### src/rtl/wb_stage_multi.sv
`default_nettype none
// ============================================================================
// Module   : wb_stage_multi
// Purpose  : Multi-lane writeback stage. Results from up to LANES lanes are
//            compacted into an in-order buffer, which drains up to WR_PORTS
//            entries per cycle into an integrated register file. Decode
//            reads the file through RD_PORTS combinational ports, each with
//            a flag for writes still waiting in the buffer.
// Revision : 1.0 - initial release
// ============================================================================
module wb_stage_multi #(
    parameter int WIDTH    = 32,
    parameter int NREGS    = 32,
    parameter int LANES    = 2,
    parameter int WR_PORTS = 1,
    parameter int DEPTH    = 8,
    parameter int RD_PORTS = 2
) (
    input  logic                             clock,
    input  logic                             reset_n,
    input  logic [LANES-1:0]                 in_valid,
    input  logic [LANES-1:0]                 in_mem_read,
    input  logic [LANES*WIDTH-1:0]           in_result_alu,
    input  logic [LANES*WIDTH-1:0]           in_memory_out,
    input  logic [LANES*$clog2(NREGS)-1:0]   in_destination,
    output logic                             in_ready,
    input  logic [RD_PORTS*$clog2(NREGS)-1:0] rd_addr,
    output logic [RD_PORTS*WIDTH-1:0]        rd_data,
    output logic [RD_PORTS-1:0]              rd_pending,
    output logic [LANES*WIDTH-1:0]           result_out,
    output logic [$clog2(DEPTH):0]           buf_count,
    output logic [31:0]                      retired_count
);

    localparam int AW = $clog2(NREGS);
    localparam int PW = $clog2(DEPTH);
    localparam int CW = PW + 1;

    // Buffer storage (no reset needed: occupancy is tracked by r_count)
    logic [AW-1:0]    r_buf_dst  [DEPTH];
    logic [WIDTH-1:0] r_buf_data [DEPTH];
    logic [PW-1:0]    r_head;
    logic [PW-1:0]    r_tail;
    logic [CW-1:0]    r_count;
    logic [31:0]      r_retired;
    logic [WIDTH-1:0] r_regs [NREGS];

    logic [WIDTH-1:0] w_lane_val  [LANES];
    logic [LANES-1:0] w_keep;
    logic [PW-1:0]    w_slot      [LANES];
    logic [CW-1:0]    w_n_in;
    logic [CW-1:0]    w_n_out;
    logic [PW-1:0]    w_drain_slot [WR_PORTS];
    logic             w_accept;

    // Readiness uses registered occupancy only; same-cycle drain is not credited
    assign in_ready      = (CW'(DEPTH) - r_count) >= CW'(LANES);
    assign w_accept      = in_ready && (|in_valid);
    assign buf_count     = r_count;
    assign retired_count = r_retired;

    // Per-lane ALU/memory select, also exported for forwarding
    always_comb begin
        result_out = '0;
        for (int i = 0; i < LANES; i++) begin
            w_lane_val[i] = in_mem_read[i] ? in_memory_out[i*WIDTH +: WIDTH]
                                           : in_result_alu[i*WIDTH +: WIDTH];
            result_out[i*WIDTH +: WIDTH] = w_lane_val[i];
        end
    end

    // Compaction: kept lanes take consecutive tail slots in lane order
    always_comb begin
        w_n_in = '0;
        for (int i = 0; i < LANES; i++) begin
            w_keep[i] = w_accept && in_valid[i]
                        && (in_destination[i*AW +: AW] != '0);
            w_slot[i] = r_tail + w_n_in[PW-1:0];
            if (w_keep[i]) begin
                w_n_in = w_n_in + CW'(1);
            end
        end
    end

    // Number of oldest entries retired this cycle and their slots
    always_comb begin
        w_n_out = (r_count > CW'(WR_PORTS)) ? CW'(WR_PORTS) : r_count;
        for (int k = 0; k < WR_PORTS; k++) begin
            w_drain_slot[k] = r_head + PW'(k);
        end
    end

    // Read ports: plain register-file read plus pending scan of occupied slots
    always_comb begin
        rd_data    = '0;
        rd_pending = '0;
        for (int p = 0; p < RD_PORTS; p++) begin
            logic [AW-1:0] addr;
            logic [PW-1:0] age;
            logic          pend;
            addr = rd_addr[p*AW +: AW];
            age  = '0;
            pend = 1'b0;
            for (int j = 0; j < DEPTH; j++) begin
                age = PW'(j) - r_head;
                if ((CW'(age) < r_count) && (r_buf_dst[j] == addr)) begin
                    pend = 1'b1;
                end
            end
            if (addr == '0) begin
                rd_data[p*WIDTH +: WIDTH] = '0;
                rd_pending[p]             = 1'b0;
            end else begin
                rd_data[p*WIDTH +: WIDTH] = r_regs[addr];
                rd_pending[p]             = pend;
            end
        end
    end

    // Buffer payload write for accepted lanes
    always_ff @(posedge clock) begin
        for (int i = 0; i < LANES; i++) begin
            if (w_keep[i]) begin
                r_buf_dst[w_slot[i]]  <= in_destination[i*AW +: AW];
                r_buf_data[w_slot[i]] <= w_lane_val[i];
            end
        end
    end

    // Pointers, occupancy, retire counter and register file; later (younger)
    // drain writes override earlier ones to the same register
    always_ff @(posedge clock or negedge reset_n) begin
        if (!reset_n) begin
            r_head    <= '0;
            r_tail    <= '0;
            r_count   <= '0;
            r_retired <= '0;
            for (int r = 0; r < NREGS; r++) begin
                r_regs[r] <= '0;
            end
        end else begin
            r_head    <= r_head + w_n_out[PW-1:0];
            r_tail    <= r_tail + w_n_in[PW-1:0];
            r_count   <= r_count + w_n_in - w_n_out;
            r_retired <= r_retired + 32'(w_n_out);
            for (int k = 0; k < WR_PORTS; k++) begin
                if (CW'(k) < r_count) begin
                    r_regs[r_buf_dst[w_drain_slot[k]]] <= r_buf_data[w_drain_slot[k]];
                end
            end
        end
    end

endmodule
`default_nettype wire
### config.mk
export PLATFORM = sky130hd
export DESIGN_NAME = wb_stage_multi
export DESIGN_NICKNAME = d
export VERILOG_FILES = /design/src/rtl/wb_stage_multi.sv
export SDC_FILE = /design/constraint.sdc
export NUM_CORES = 2
export LEC_CHECK = 0
export CELL_PAD_IN_SITES_DETAIL_PLACEMENT = 1
export CELL_PAD_IN_SITES_GLOBAL_PLACEMENT = 1
export CORE_ASPECT_RATIO = 1.25
export CORE_MARGIN = 10
export CORE_UTILIZATION = 25
export CTS_CLUSTER_SIZE = 20
export DETAILED_ROUTE_END_ITERATION = 16
export PLACE_DENSITY = 0.47
export SLEW_MARGIN = 20
export SYNTH_ARGS = -nofsm -noshare
export SYNTH_HDL_FRONTEND = slang
export SYNTH_SLANG_ARGS = --single-unit
### constraint.sdc
create_clock -name clock -period 4.3 [get_ports clock]
set_input_delay 0.86 -clock clock [delete_from_list [all_inputs] [get_ports clock]]
set_output_delay 0.86 -clock clock [all_outputs]
set_load 0.01 [all_outputs]
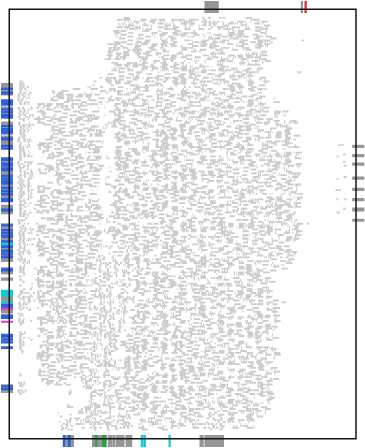
*Pin placement*
Pins as bars across the die edge, other pins in gray.
legend:
  magenta:
    port: rd_pending
    pins: 2
    direction: output
    edge: left
  red:
    port: reset_n
    pins: 1
    direction: input
    edge: top
  cyan:
    port: rd_addr
    pins: 10
    direction: input
    edge: 6 left, 4 bottom
  green:
    port: buf_count
    pins: 4
    direction: output
    edge: bottom
  blue:
    port: in_result_alu
    pins: 64
    direction: input
    edge: 61 left, 3 bottom
all pins by edge: 203 left, 80 bottom, 22 top, 16 right

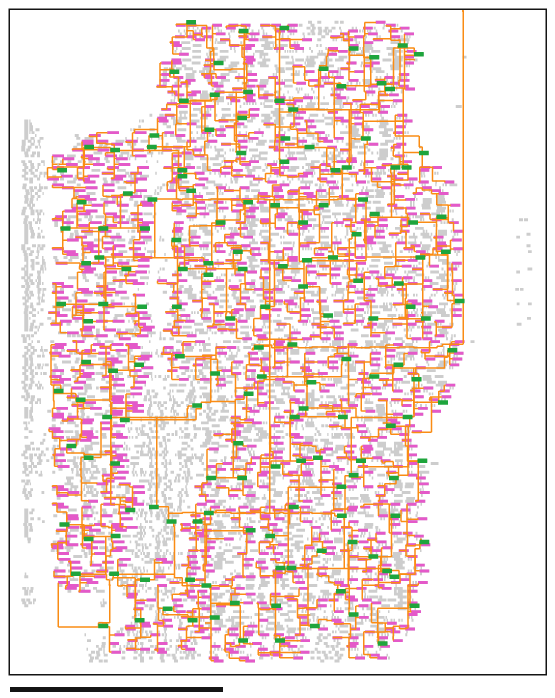
*Routed clock nets over the placement*
Bar = 200 um.
legend:
  green:
    item: clock-net drivers
    count: 163
  magenta:
    item: flip-flops
    count: 1362
  orange:
    item: clock wires
    length: 22.5 mm
routed clock nets: 164

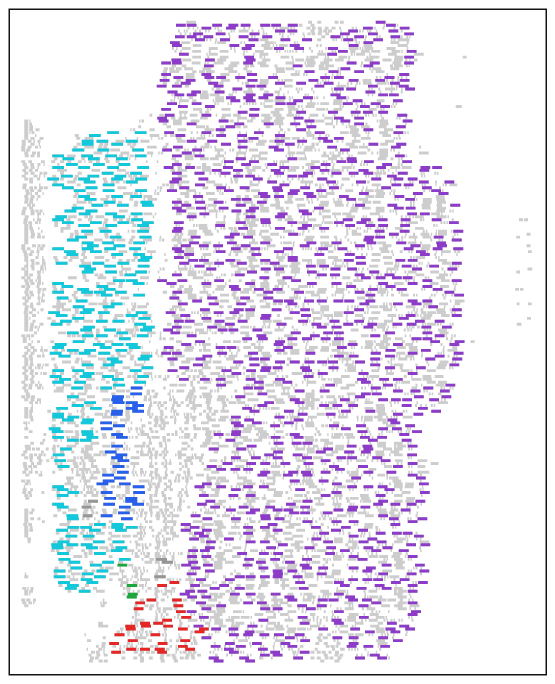
*Where the registers sit*
Other sequential cells in the stronger gray, the rest of the logic in the fainter gray.
legend:
  cyan:
    name_in_the_netlist: r_buf_data
    flops: 256
  red:
    name_in_the_netlist: retired_count
    flops: 32
    where: bottom left
  green:
    name_in_the_netlist: buf_count
    flops: 4
    where: bottom left
  purple:
    name_in_the_netlist: r_regs
    flops: 1024
  blue:
    name_in_the_netlist: r_buf_dst
    flops: 40
not colored: 6
FF/Latch Area: 35580 um^2
flip-flop and latch power: 0.0233 W
flop share of the area: 39.75%
end-of-flow core utilization: 30.94%

==> notes.md <==
Physical design

The flow ran to the end, and the final reports show no timing, DRC or antenna violations. The clock tree buffer depth stands at 4. The number of global-route vias before repair is 54.56k. Counting endpoints that fail hold in the final report gives 0. Leaving out fill and tap cells, the most frequent cells in the layout are dfrtp_1 (1062), mux4_2 (708), nand2_1 (701).

Total power for the finished layout comes to 0.06890 W. Per the synthesis report, the dominant area consumer among library cells is dfrtp_1. The core region is between 200000 and 300000 um^2. The number of enable-type register cells in the synthesized netlist stands at 296. For this run, asynchronously set or reset flops after synthesis account for approximately four fifths.

The Yosys step of the flow raised 0 warnings. The wire length of the first global-routing pass stands at approximately 400 mm. The number of cell instances after yosys synthesis stands at ~5.6k. The sum of buffers and inverters on the critical path stands at 5.

The cell family contributing the most delay on the critical path is buffers and inverters. The leakage power in the latest report is 35.69 nW. In this run the worst setup path terminates at rd_data[34]. Traced cell by cell, the critical path runs through buf_12, buf_12, buf_4, mux4_2, mux4_2, inv_1, o21ai_0, buf_4. Of the available clock period, the critical path in the final layout requires a little over nine tenths. The share of the synthesized netlist area taken by xor and xnor gates stands at 1.461%. The clock network latency to the later pin of the worst-skew pair stands at 0.84 ns. The final global-route overflow total stands at 0.

The summed negative setup slack over all endpoints stands at 0 ns. The portion of total power attributed to the clock network stands at between 20% and 30%. Ranked by instance count, the synthesized netlist is headed by dfrtp_1 (1066), mux4_2 (708), nand2_1 (706).

The most critical min-delay path falls under flop to flop. Counting flops per register, the top entry is r_regs. The residual antenna-violating net count after detailed routing stands at 0.

The number of design-rule violations left by the first detailed-router iteration stands at about 3.2k. The clock sink total stands at roughly 1.4k. STA lists the startpoint of the worst hold path as retired_count[31]$_DFF_PN0_.

From synthesis to final layout, the design area changed by 23.40%. Counting the fill cells in the layout gives 31.11k. STA shows the worst min-delay path finishing at retired_count[31]$_DFF_PN0_. Yosys reported a register bit count of ~1.4k. The die is around 500 um wide. Per the final layout report, the fraction of cells sized above drive strength 1 comes to slightly below 30%. The number of stages on the worst hold path stands at 1. The count of maximum capacitance violations stands at 0. The initial antenna violation count stands at 8. The area share of the largest cell type after synthesis stands at between 30% and 40%. After its last routability iteration, the placer logged a weighted congestion of slightly below 0.8.

For the worst reg-to-reg path, the endpoint reported by OpenROAD is r_buf_data[4][25]$_DFFE_PP_. For this run the detailed placement stage logged an HPWL of ~180 mm. During placement, the flow inserted port buffers numbering around 320. The commonest register cell is dfrtp_1. For this design, the slowest cell found on the critical path is mux4_2. The critical-path maximum fanout stands at 22. The main area contributors are dfrtp_1 (37%), mux4_2 (22%), edfxtp_1 (12%).

Summing all placed instances gives a cell area of around 84000 um^2. Measured against its own limit, the worst slew margin works out to 30.00%. The clock group total power stands at approximately 0.014 W.

Of the post-synthesis cell area, the part taken by muxes is between 30 and 40%. The critical path data required time stands at ~3.4 ns. Looking at the setup timing report, the critical path kind is input pin to output pin. The cell-mix breakdown from Yosys lists the simple-gate area share as 6.977%. The post-layout instance area stands at 89490 um^2.

After synthesis, the largest family of logic cells by area is multiplexers. After layout, the minimum clock period comes to 4.257 ns. The data arrival time of the critical path stands at about 3.4 ns. Internal power comes to about 0.041 W. In this run the VDD rail shows a maximum IR drop of 0.4407 mV. The logic depth of the worst path, buffers included stands at 8. The max-slew violation count stands at 0.

The floorplan step defined a die boundary enclosing 312200 um^2. The initialized floorplan defines between 200 and 250 standard-cell rows. For this run the top cell type by instance count after synthesis was dfrtp_1. The timing report gives the biggest stage delay along the critical path as 0.50 ns. The register share of total power stands at between 30% and 40%. For the pin with the worst max-slew slack, the measured transition is 1.050 ns. The final setup violation count stands at 0. The total area of multi-input combinational cells stands at 34550 um^2. The first-pass iteration count of the detailed router stands at 7. After clock tree synthesis, the repair step resized 52 gates. The setup slack on the worst flop-to-flop path stands at roughly 0.34 ns. 321 I/O pins were placed. The synthesized instance count stands at between 5k and 6k.
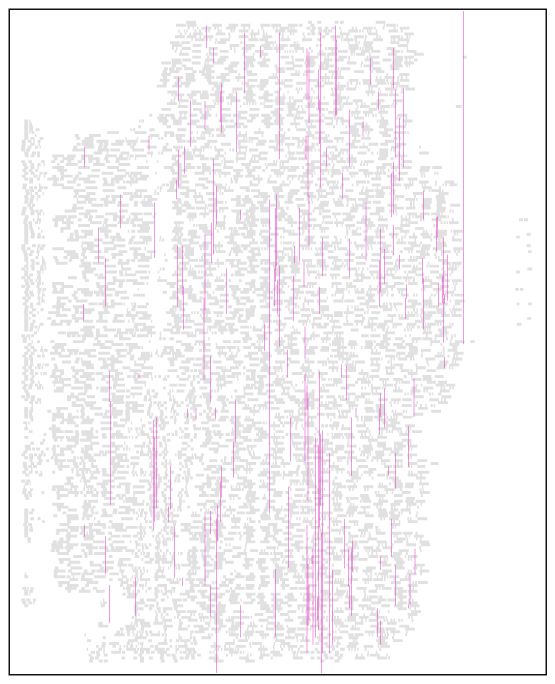
*Metal 4*
Cells faint in the background.
nets with wire on the layer: 84
main direction: vertical
share of all routed wire: 2.9%
Total Wirelength: 268.1 mm
vias after detailed routing: 49.56k

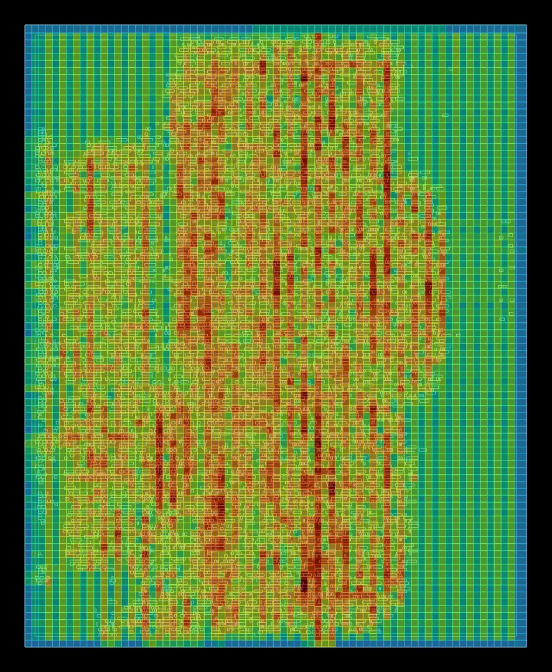
*Track usage over the die*
Avg WL per Cell: 26.80 um
global routing met2 resource utilization: 29.03%
met1 track demand over resource in global routing: 22.21%

[final cells by class]
cell class	count	area share, %
repair buffers	804	9.827
well taps	3791	5.300
clock buffers	231	5.202
inverters	165	0.7005
diodes	5	0.01398
flip-flops and latches	1362	39.75
clock inverters	54	0.5970
multi-input cells	3592	38.60
[routing by layer]
layer / vias up / global-route usage [%] / wire length [um]
met2: 966 / 29.03 / 132500
met4: 2 / 4.694 / 7859
met3: 366 / 2.218 / 8898
met5: - / 0 / 13
li1: 21710 / - / -
met1: 26517 / 22.21 / 118800
[stage by stage]
step           cells  worst slack, ns
2_1_floorplan   5614          0.02194
3_3_place_gp    9690          -0.4104
3_5_place_dp    9691          -0.4219
4_1_cts         9987         -0.05464
5_1_grt        10001         -0.03855
6_report       10004          0.04332
Power is estimated from default activity; no workload was simulated.
